Design fb_write_arbiter, sky130hd; sources not shown.
Clock wires, drivers and flops:
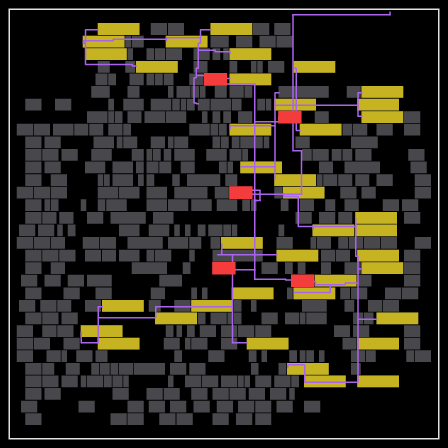
- flip-flops: yellow (count 39)
- cells driving clock nets: red (count 5)
- clock wires: purple (length 513 µm)
- routed clock nets: 6
- flops lie: spread over the die
insertion delay at the late pin of the worst-skew pair: 0.30 ns
P_clk: 0.000158 W

Routing congestion:
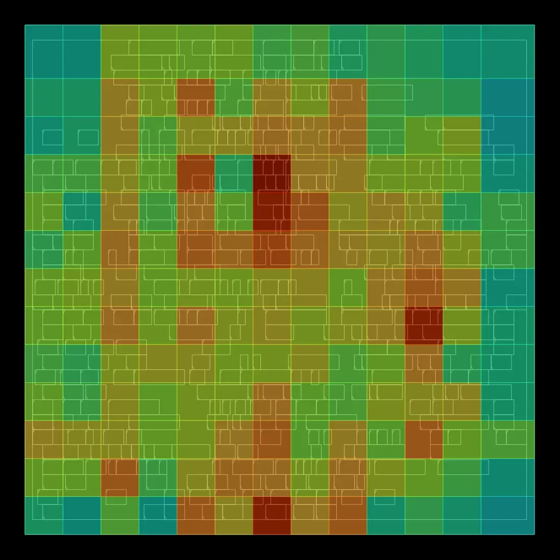
met2 global-route usage: 0.341
GR Layer Usage met3: 0.0386

Cell density map:
The die is cut into 9 by 9 equal tiles; dark blue is low, red is high, 0 to 100% covered.
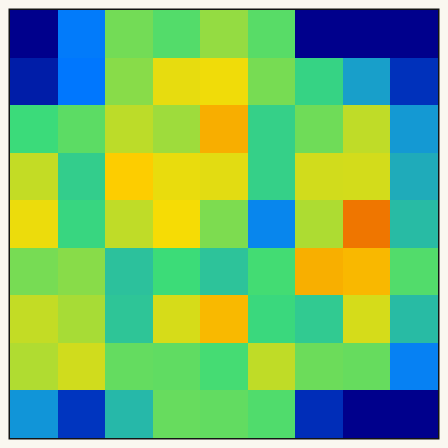
- mean over tiles: 50%
- emptiest ninth of the die: upper right
- fullest tile: 87%
- nearly empty tiles: 7.4%
- tiles over 75% full: 7.4%
core footprint: 7810 µm²
starting density of the core: 0.399
final core occ: 0.565

Signal wires by layer:
The bar under the picture is 20 µm long.
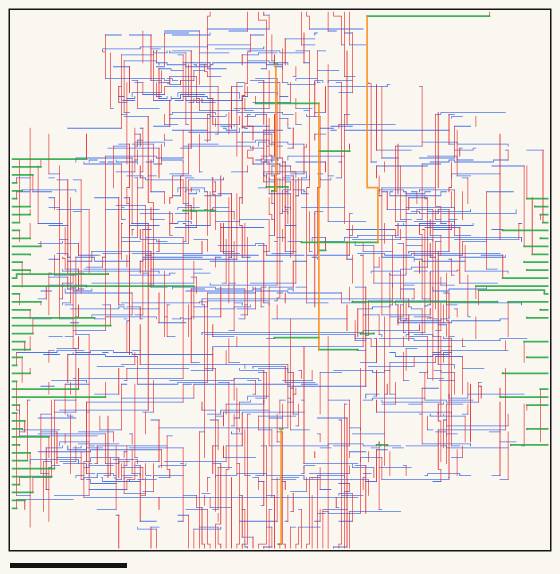
- met2: red (wire length 3840 µm)
- met1: blue (wire length 3460 µm)
- met4: orange (wire length 124 µm)
- met3: green (wire length 435 µm)
Total Routing Usage GR: 0.199
Routed WL: 7860 µm
DR WL/cell: 15.0 µm
vias post-DR: 2772

==> impl_metrics.csv <==
group,metric,value,unit
global_routing,antenna_found_initial,0,
worst_setup_path,r2r_slack,5.27,ns
place,dpl.cell_count,517,
logic_synthesis,synthCells,315,
layout,nonClkBufAreaFrac,0.257,
layout,register_area,976,µm²
timing,setup_ws,4.26,ns
logic_synthesis,mux_area_frac,0.0828,
drt,ant_nets,0,
layout,inverters,10,
timing,setup_viol,0,
logic_synthesis,ys_seq_share,0.314,
logic_synthesis,ys_sh_aoi,0.160,
worst_setup_path,worstPathRequired,7.92,ns
worst_setup_path,slowest_stage,"clkdlybuf4s50_1",
power,combPwrFrac,0.600,
power,powerDensity,224,nW/µm²
timing,hold_slack,0.489,ns
drt,drc,0,
die,die_h,92.5,µm
logic_synthesis,top_area_cell,"dfrtp_1",
drt,wl_met1,3460,µm
place,dp_hpwl,6210,µm
layout,clkbuf_count,5,
logic_synthesis,netlist_area,3110,µm²
layout,antenna_cells,0,
logic_synthesis,ys_sh_adder,0.125,
clock_network,cts_made_buffers,5,
worst_setup_path,crit_path_end_kind,"output port",
global_routing,grt_use_met1,0.253,
die,ios,114,
logic_synthesis,netlist.area_leader.share,0.314,
logic_synthesis,yosysWarnings,0,
clock_network,cts_tree,"yes",
worst_setup_path,reg2regPathDepth,18,
global_routing,grt_pass1_vias,2828,
layout,clk_share,0.0309,
layout,nMultiInputCombCells,252,
worst_setup_path,path_buffers,3,
timing,grt_setup_unrepaired,"false",
worst_setup_path,path_cells,"clkdlybuf4s50_1 -> inv_1 -> nor4b_1 -> clkdlybuf4s50_1",
timing,fmaxAchievable,177,MHz
global_routing,busiest_layer,"met2",
layout,final_common_cell,"clkdlybuf4s50_1",
timing,timing.final.crit_share,0.569,
power,pg_seq,0.000236,W
drt,highest_layer,"met4",
logic_synthesis,synthTopCellsByCount,"39 x dfrtp_1, 28 x ha_1, 24 x a21oi_1, 24 x nand2_1",
status,outcome,"finished clean",
layout,layout-drive-gt1-share,0.0709,
drt,drt_iter0_drc,61,
logic_synthesis,synth-async-reset-ratio,1.00,
logic_synthesis,synth_flops,39,
timing,slew_headroom,0.315,
worst_setup_path,cp.arrival,3.66,ns
logic_synthesis,ys_types,56,
worst_setup_path,cp-start-kind,"input pin",
die,rows,32,
logic_synthesis,ys.flop_type,"dfrtp_1",
power,p_seq_frac,0.240,
place,gp_congestion,0.849,
power,ir_drop,0.000110,V
global_routing,grt-ovfl-total,0,
global_routing,grt_pass1_wl,13600,µm
worst_setup_path,cpPeakStageDelay,0.69,ns
power,p_sw,0.000405,W
power,switching_share,0.410,
clock_network,post-cts-setup-buffers,0,
logic_synthesis,synth_top_cell_by_count,"dfrtp_1",
layout,seq_share,0.221,
logic_synthesis,synthTopLogicFamily,"simple AND/OR/NAND/NOR gates",
die,die-area,8560,µm²
power,comb-power,0.000592,W
place,postPlaceCellArea,4280,µm²
worst_setup_path,cp_top_family,"buffers and inverters",
layout,dominant_cells,"combinational gates",
min_path,holdPathStages,1,
place,port-buffer-count,113,
worst_setup_path,crit_path_frequent_cell,"clkdlybuf4s50_1",
layout,finalInstanceArea,4410,µm²
clock_network,clk_pin_slew,0.07,ns
drt,vias_per_cell,5.28,
timing,drv_slew,0,
power,top_power_group,"combinational cells",
clock_network,cts_resized,0,
timing,hold_viol_final,0,
layout,combGateArea,2000,µm²
power,internal_power,0.000582,W
logic_synthesis,yosysCellCount,315,
logic_synthesis,synth-xor-area-share,0.0812,
die,taps,102,
drt,wl_met2,3840,µm
clock_network,htreeDepth,2,
worst_setup_path,criticalPathCategory,"in -> out",
layout,lay_top_cells,"112 x clkdlybuf4s50_1, 39 x dfrtp_1, 28 x ha_1",
timing,worstMarginPinSlew,1.03,ns
logic_synthesis,ys_sh_simple,0.194,
die,die_w,92.5,µm
clock_network,clockBufferDepth,2,
logic_synthesis,synth_nets,417,
power,leakage,1.88,nW
layout,ff_count,39,
clock_network,hold_buffers,0,
layout,syn_to_final_growth,41.8,%
job,warnings,28,
logic_synthesis,syn_avg_cell_area,9.88,µm²
drt,route.met3.wl,435,µm
clock_network,cts_root_buf,"clkbuf_8",
logic_synthesis,ys_chip_area,3110,µm²
min_path,hp-class,"reg -> reg",
global_routing,grt_max_degree,40,
clock_network,clock_sinks,39,
worst_setup_path,path_depth,4,
logic_synthesis,synthTopCellsByArea,"dfrtp_1 31%, ha_1 11%, mux2i_1 7.1%",
power,power_frac_clock,0.160,
Power and IR drop assume default switching activity.
